**src/rtl/scanner_pkg.sv**
```systemverilog
// Shared constants for the pixel stream scanner: FSM encodings, default
// geometry/latency and the FIFO entry width.
package scanner_pkg;

    localparam int DEFAULT_WIDTH_BITS   = 8;
    localparam int DEFAULT_HEIGHT_BITS  = 8;
    localparam int DEFAULT_READ_LATENCY = 2;

    // FIFO entry is {pixel, col, row, last}
    localparam int FIFO_ENTRY_BITS = 8 + DEFAULT_WIDTH_BITS + DEFAULT_HEIGHT_BITS + 1;

    localparam logic [1:0] ST_IDLE  = 2'd0;
    localparam logic [1:0] ST_SCAN  = 2'd1;
    localparam logic [1:0] ST_DRAIN = 2'd2;
    localparam logic [1:0] ST_DONE  = 2'd3;

    function automatic int entry_bits(input int width_bits, input int height_bits);
        return 8 + width_bits + height_bits + 1;
    endfunction

endpackage

```
**src/rtl/scan_fifo.sv**
```systemverilog
// Show-ahead synchronous FIFO with registered outputs. Entry 0 of a shifting
// register file is the head, so the payload is a flop and stays put until popped.
module scan_fifo
    import scanner_pkg::*;
#(
    parameter int DEPTH      = 4,
    parameter int DATA_BITS  = FIFO_ENTRY_BITS,
    parameter int COUNT_BITS = $clog2(DEPTH + 1)
) (
    input  logic                  clock,
    input  logic                  reset,
    input  logic                  push,
    input  logic [DATA_BITS-1:0]  push_data,
    input  logic                  pop,
    output logic                  out_valid,
    output logic [DATA_BITS-1:0]  out_data,
    output logic [COUNT_BITS-1:0] count
);

    logic [DATA_BITS-1:0]  mem      [DEPTH];
    logic [DATA_BITS-1:0]  mem_next [DEPTH];
    logic [COUNT_BITS-1:0] count_next;
    logic [COUNT_BITS-1:0] wr_idx;
    logic                  do_pop;
    logic                  do_push;

    assign do_pop  = pop && (count != '0);
    assign do_push = push && ((count != COUNT_BITS'(DEPTH)) || do_pop);

    always_comb begin
        for (int i = 0; i < DEPTH; i++) begin
            mem_next[i] = mem[i];
        end
        if (do_pop) begin
            for (int i = 0; i < DEPTH - 1; i++) begin
                mem_next[i] = mem[i + 1];
            end
        end
        wr_idx = do_pop ? (count - COUNT_BITS'(1)) : count;
        if (do_push) begin
            for (int i = 0; i < DEPTH; i++) begin
                if (COUNT_BITS'(i) == wr_idx) begin
                    mem_next[i] = push_data;
                end
            end
        end
        count_next = count + COUNT_BITS'(do_push) - COUNT_BITS'(do_pop);
    end

    always_ff @(posedge clock) begin
        if (reset) begin
            count     <= '0;
            out_valid <= 1'b0;
            for (int i = 0; i < DEPTH; i++) begin
                mem[i] <= '0;
            end
        end else begin
            count     <= count_next;
            out_valid <= (count_next != '0);
            for (int i = 0; i < DEPTH; i++) begin
                mem[i] <= mem_next[i];
            end
        end
    end

    assign out_data = mem[0];

endmodule

```
**src/rtl/pixel_stream_scanner.sv**
```systemverilog
// Raster-scan front end: drives ROM coordinates, tracks read latency with a tag
// pipeline and re-emits pixels through a credit-controlled FIFO.
// Optional feature: define SCANNER_FRAME_COUNT_EN to add the oFrameCount port.
module pixel_stream_scanner
    import scanner_pkg::*;
#(
    parameter int WIDTH_BITS   = DEFAULT_WIDTH_BITS,
    parameter int HEIGHT_BITS  = DEFAULT_HEIGHT_BITS,
    parameter int READ_LATENCY = DEFAULT_READ_LATENCY,
    parameter int FIFO_DEPTH   = 4
) (
    input  logic                   clock,
    input  logic                   reset,
    input  logic                   iStart,
    output logic [WIDTH_BITS-1:0]  oCol,
    output logic [HEIGHT_BITS-1:0] oRow,
    input  logic [7:0]             iData,
    output logic                   oValid,
    input  logic                   iReady,
    output logic [7:0]             oPixel,
    output logic [WIDTH_BITS-1:0]  oX,
    output logic [HEIGHT_BITS-1:0] oY,
    output logic                   oLast,
    output logic                   oBusy,
    output logic                   oDone,
    output logic [1:0]             oState
`ifdef SCANNER_FRAME_COUNT_EN
    ,
    output logic [15:0]            oFrameCount
`endif
);

    localparam int ENTRY_BITS = entry_bits(WIDTH_BITS, HEIGHT_BITS);
    localparam int COUNT_BITS = $clog2(FIFO_DEPTH + 1);
    localparam logic [WIDTH_BITS-1:0]  COL_MAX = '1;
    localparam logic [HEIGHT_BITS-1:0] ROW_MAX = '1;

    logic [1:0]              state;
    logic [WIDTH_BITS-1:0]   col;
    logic [HEIGHT_BITS-1:0]  row;
    logic [READ_LATENCY-1:0] pipe_valid;
    logic [READ_LATENCY-1:0] pipe_last;
    logic [WIDTH_BITS-1:0]   pipe_col [READ_LATENCY];
    logic [HEIGHT_BITS-1:0]  pipe_row [READ_LATENCY];
    logic [15:0]             in_flight;
    logic [COUNT_BITS-1:0]   fifo_count;
    logic [ENTRY_BITS-1:0]   head;
    logic                    head_valid;
    logic                    head_last;
    logic                    issue;
    logic                    at_end;
    logic                    pop;
    logic                    drain_done;

    always_comb begin
        in_flight = '0;
        for (int i = 0; i < READ_LATENCY; i++) begin
            in_flight = in_flight + 16'(pipe_valid[i]);
        end
    end

    // Credit counts every tag in flight plus every FIFO entry; a pop in the
    // same cycle is not credited, so the FIFO can never overflow.
    assign issue      = (state == ST_SCAN) &&
                        ((in_flight + 16'(fifo_count)) < 16'(FIFO_DEPTH));
    assign at_end     = (col == COL_MAX) && (row == ROW_MAX);
    assign pop        = head_valid && iReady;
    assign drain_done = (in_flight == '0) && (fifo_count == COUNT_BITS'(1)) &&
                        pop && head_last;

    always_ff @(posedge clock) begin
        if (reset) begin
            state <= ST_IDLE;
        end else begin
            case (state)
                ST_IDLE:  if (iStart) state <= ST_SCAN;
                ST_SCAN:  if (issue && at_end) state <= ST_DRAIN;
                ST_DRAIN: if (drain_done) state <= ST_DONE;
                default:  state <= ST_IDLE;
            endcase
        end
    end

    always_ff @(posedge clock) begin
        if (reset) begin
            col <= '0;
            row <= '0;
        end else if ((state == ST_IDLE) && iStart) begin
            col <= '0;
            row <= '0;
        end else if (issue) begin
            if (col == COL_MAX) begin
                col <= '0;
                row <= row + HEIGHT_BITS'(1);
            end else begin
                col <= col + WIDTH_BITS'(1);
            end
        end
    end

    always_ff @(posedge clock) begin
        if (reset) begin
            pipe_valid <= '0;
            pipe_last  <= '0;
            for (int i = 0; i < READ_LATENCY; i++) begin
                pipe_col[i] <= '0;
                pipe_row[i] <= '0;
            end
        end else begin
            pipe_valid[0] <= issue;
            pipe_last[0]  <= issue && at_end;
            pipe_col[0]   <= col;
            pipe_row[0]   <= row;
            for (int i = 1; i < READ_LATENCY; i++) begin
                pipe_valid[i] <= pipe_valid[i-1];
                pipe_last[i]  <= pipe_last[i-1];
                pipe_col[i]   <= pipe_col[i-1];
                pipe_row[i]   <= pipe_row[i-1];
            end
        end
    end

    // Output stream: oValid holds until oValid && iReady; payload is frozen meanwhile.
    scan_fifo #(
        .DEPTH      (FIFO_DEPTH),
        .DATA_BITS  (ENTRY_BITS),
        .COUNT_BITS (COUNT_BITS)
    ) u_fifo (
        .clock     (clock),
        .reset     (reset),
        .push      (pipe_valid[READ_LATENCY-1]),
        .push_data ({iData, pipe_col[READ_LATENCY-1], pipe_row[READ_LATENCY-1],
                     pipe_last[READ_LATENCY-1]}),
        .pop       (pop),
        .out_valid (head_valid),
        .out_data  (head),
        .count     (fifo_count)
    );

    assign head_last = head[0];
    assign oValid    = head_valid;
    assign oPixel    = head[ENTRY_BITS-1 -: 8];
    assign oX        = head[HEIGHT_BITS+WIDTH_BITS -: WIDTH_BITS];
    assign oY        = head[HEIGHT_BITS:1];
    assign oLast     = head_valid && head_last;
    assign oCol      = col;
    assign oRow      = row;
    assign oBusy     = (state == ST_SCAN) || (state == ST_DRAIN);
    assign oDone     = (state == ST_DONE);
    assign oState    = state;

`ifdef SCANNER_FRAME_COUNT_EN
    logic [15:0] frame_count;

    always_ff @(posedge clock) begin
        if (reset) begin
            frame_count <= '0;
        end else if (state == ST_DONE) begin
            frame_count <= frame_count + 16'd1;
        end
    end

    assign oFrameCount = frame_count;
`endif

endmodule

```
**config.mk**
```make
export PLATFORM = sky130hd
export DESIGN_NAME = pixel_stream_scanner
export DESIGN_NICKNAME = d
export VERILOG_FILES = /design/src/rtl/scanner_pkg.sv /design/src/rtl/scan_fifo.sv /design/src/rtl/pixel_stream_scanner.sv
export SDC_FILE = /design/constraint.sdc
export NUM_CORES = 1
export LEC_CHECK = 0
export CAP_MARGIN = 20
export CORE_MARGIN = 10
export CORE_UTILIZATION = 40
export DETAILED_ROUTE_END_ITERATION = 6
export GPL_ROUTABILITY_DRIVEN = 0
export PLACE_DENSITY = 0.55
export REMOVE_ABC_BUFFERS = 1
export SLEW_MARGIN = 20
export SYNTH_ARGS = -nofsm -noshare
export SYNTH_HDL_FRONTEND = slang
export SYNTH_HIERARCHICAL = 1
export SYNTH_SLANG_ARGS = --single-unit
```
**constraint.sdc**
```tcl
create_clock -name clock -period 9.7 [get_ports clock]
set_clock_uncertainty 0.15 [all_clocks]
set_input_delay 2.425 -clock clock [delete_from_list [all_inputs] [get_ports clock]]
set_output_delay 2.425 -clock clock [all_outputs]
set_load 0.02 [all_outputs]
```
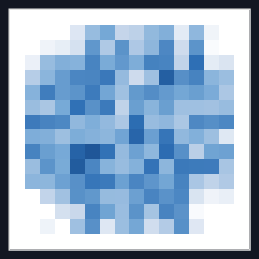
util_map.png
(1.5 px per µm) The die is cut into 16 by 16 equal tiles; white is low, dark blue is high, 0 to 100% covered.
nearly empty tiles: 29%
densest ninth of the die: middle
tiles over 75% full: 2.7%

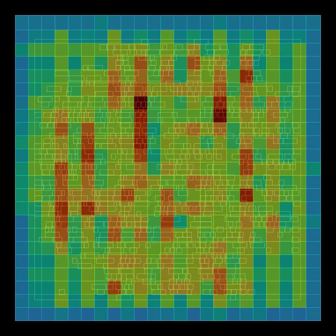
congestion_map.png
M3 GR Usage: 3.563%
total track usage: 12.85%
gr busiest metal: met2
DR WL/cell: 15.75 µm
met1 usage: 16.94%

==> impl_metrics.ini <==
; implementation run metrics
[synthesis]
ys_sh_simple_pct = 17.47
xor_share_pct = 1.801
ys_warn_count = 6
synthAdderAreaFrac_pct = 2.509
yosys_area_um2 = 7780
topCellsByArea = dfxtp_1, mux2i_1, a21boi_0, o21bai_1, and3_1
syn_inst = 789
synthTopLogicFamily = simple AND/OR/NAND/NOR gates
top_cells_by_count = dfxtp_1, mux2i_1, and3_1
yosys.area_share.aoi_pct = 17.30
yosysCellCount = 789

[floorplan]
taps = 260
ioPinCount = 58
core_um2 = 18890

[timing]
worst_hold_slack_ns = 0.2886
max-slew-margin-rel_pct = 29.51
timing_hold_violations_final = 0
finalSetupViolations = 0
clock.fmax_mhz = 172.4

[clock_network]
cts_tree = yes
clkSinkCount = 158
clkTransAtPathRegs_ns = 0.06
clk_path_buf_depth = 2
cts_root_buf = clkbuf_16

[final_layout]
layout_top_cell = dfxtp_1
antenna_cells = 0
drive_gt1_share_pct = 6.683
final_cell_mix = dfxtp_1, mux2i_1, and3_1
buffers = 62

[critical_path]
crit_path_max_fanout = 89
r2r_start = u_fifo/count[0]
crit_arrival_ns = 5.91
critical_path.top_delay_family = buffers and inverters
cp_slowest_stage_delay_ns = 0.69
cp.required_ns = 9.81
worstReg2RegEnd = u_fifo/mem[0][89]
reg2reg_depth = 7
critPathCaptureType = flop

[power_and_ir_drop]
power_frac_seq_pct = 43.6
power_frac_clock_pct = 43.1

[flow_run]
warning_count = 35

[routing]
routed.top_layer = met4

[grt]
grt_pass1_vias = 5260

[hold_path]
holdPathStages = 1

[status]
status = finished, final reports clean

[placed_design]
pre_cts_ws_ns = 3.524
dp_cells = 1021
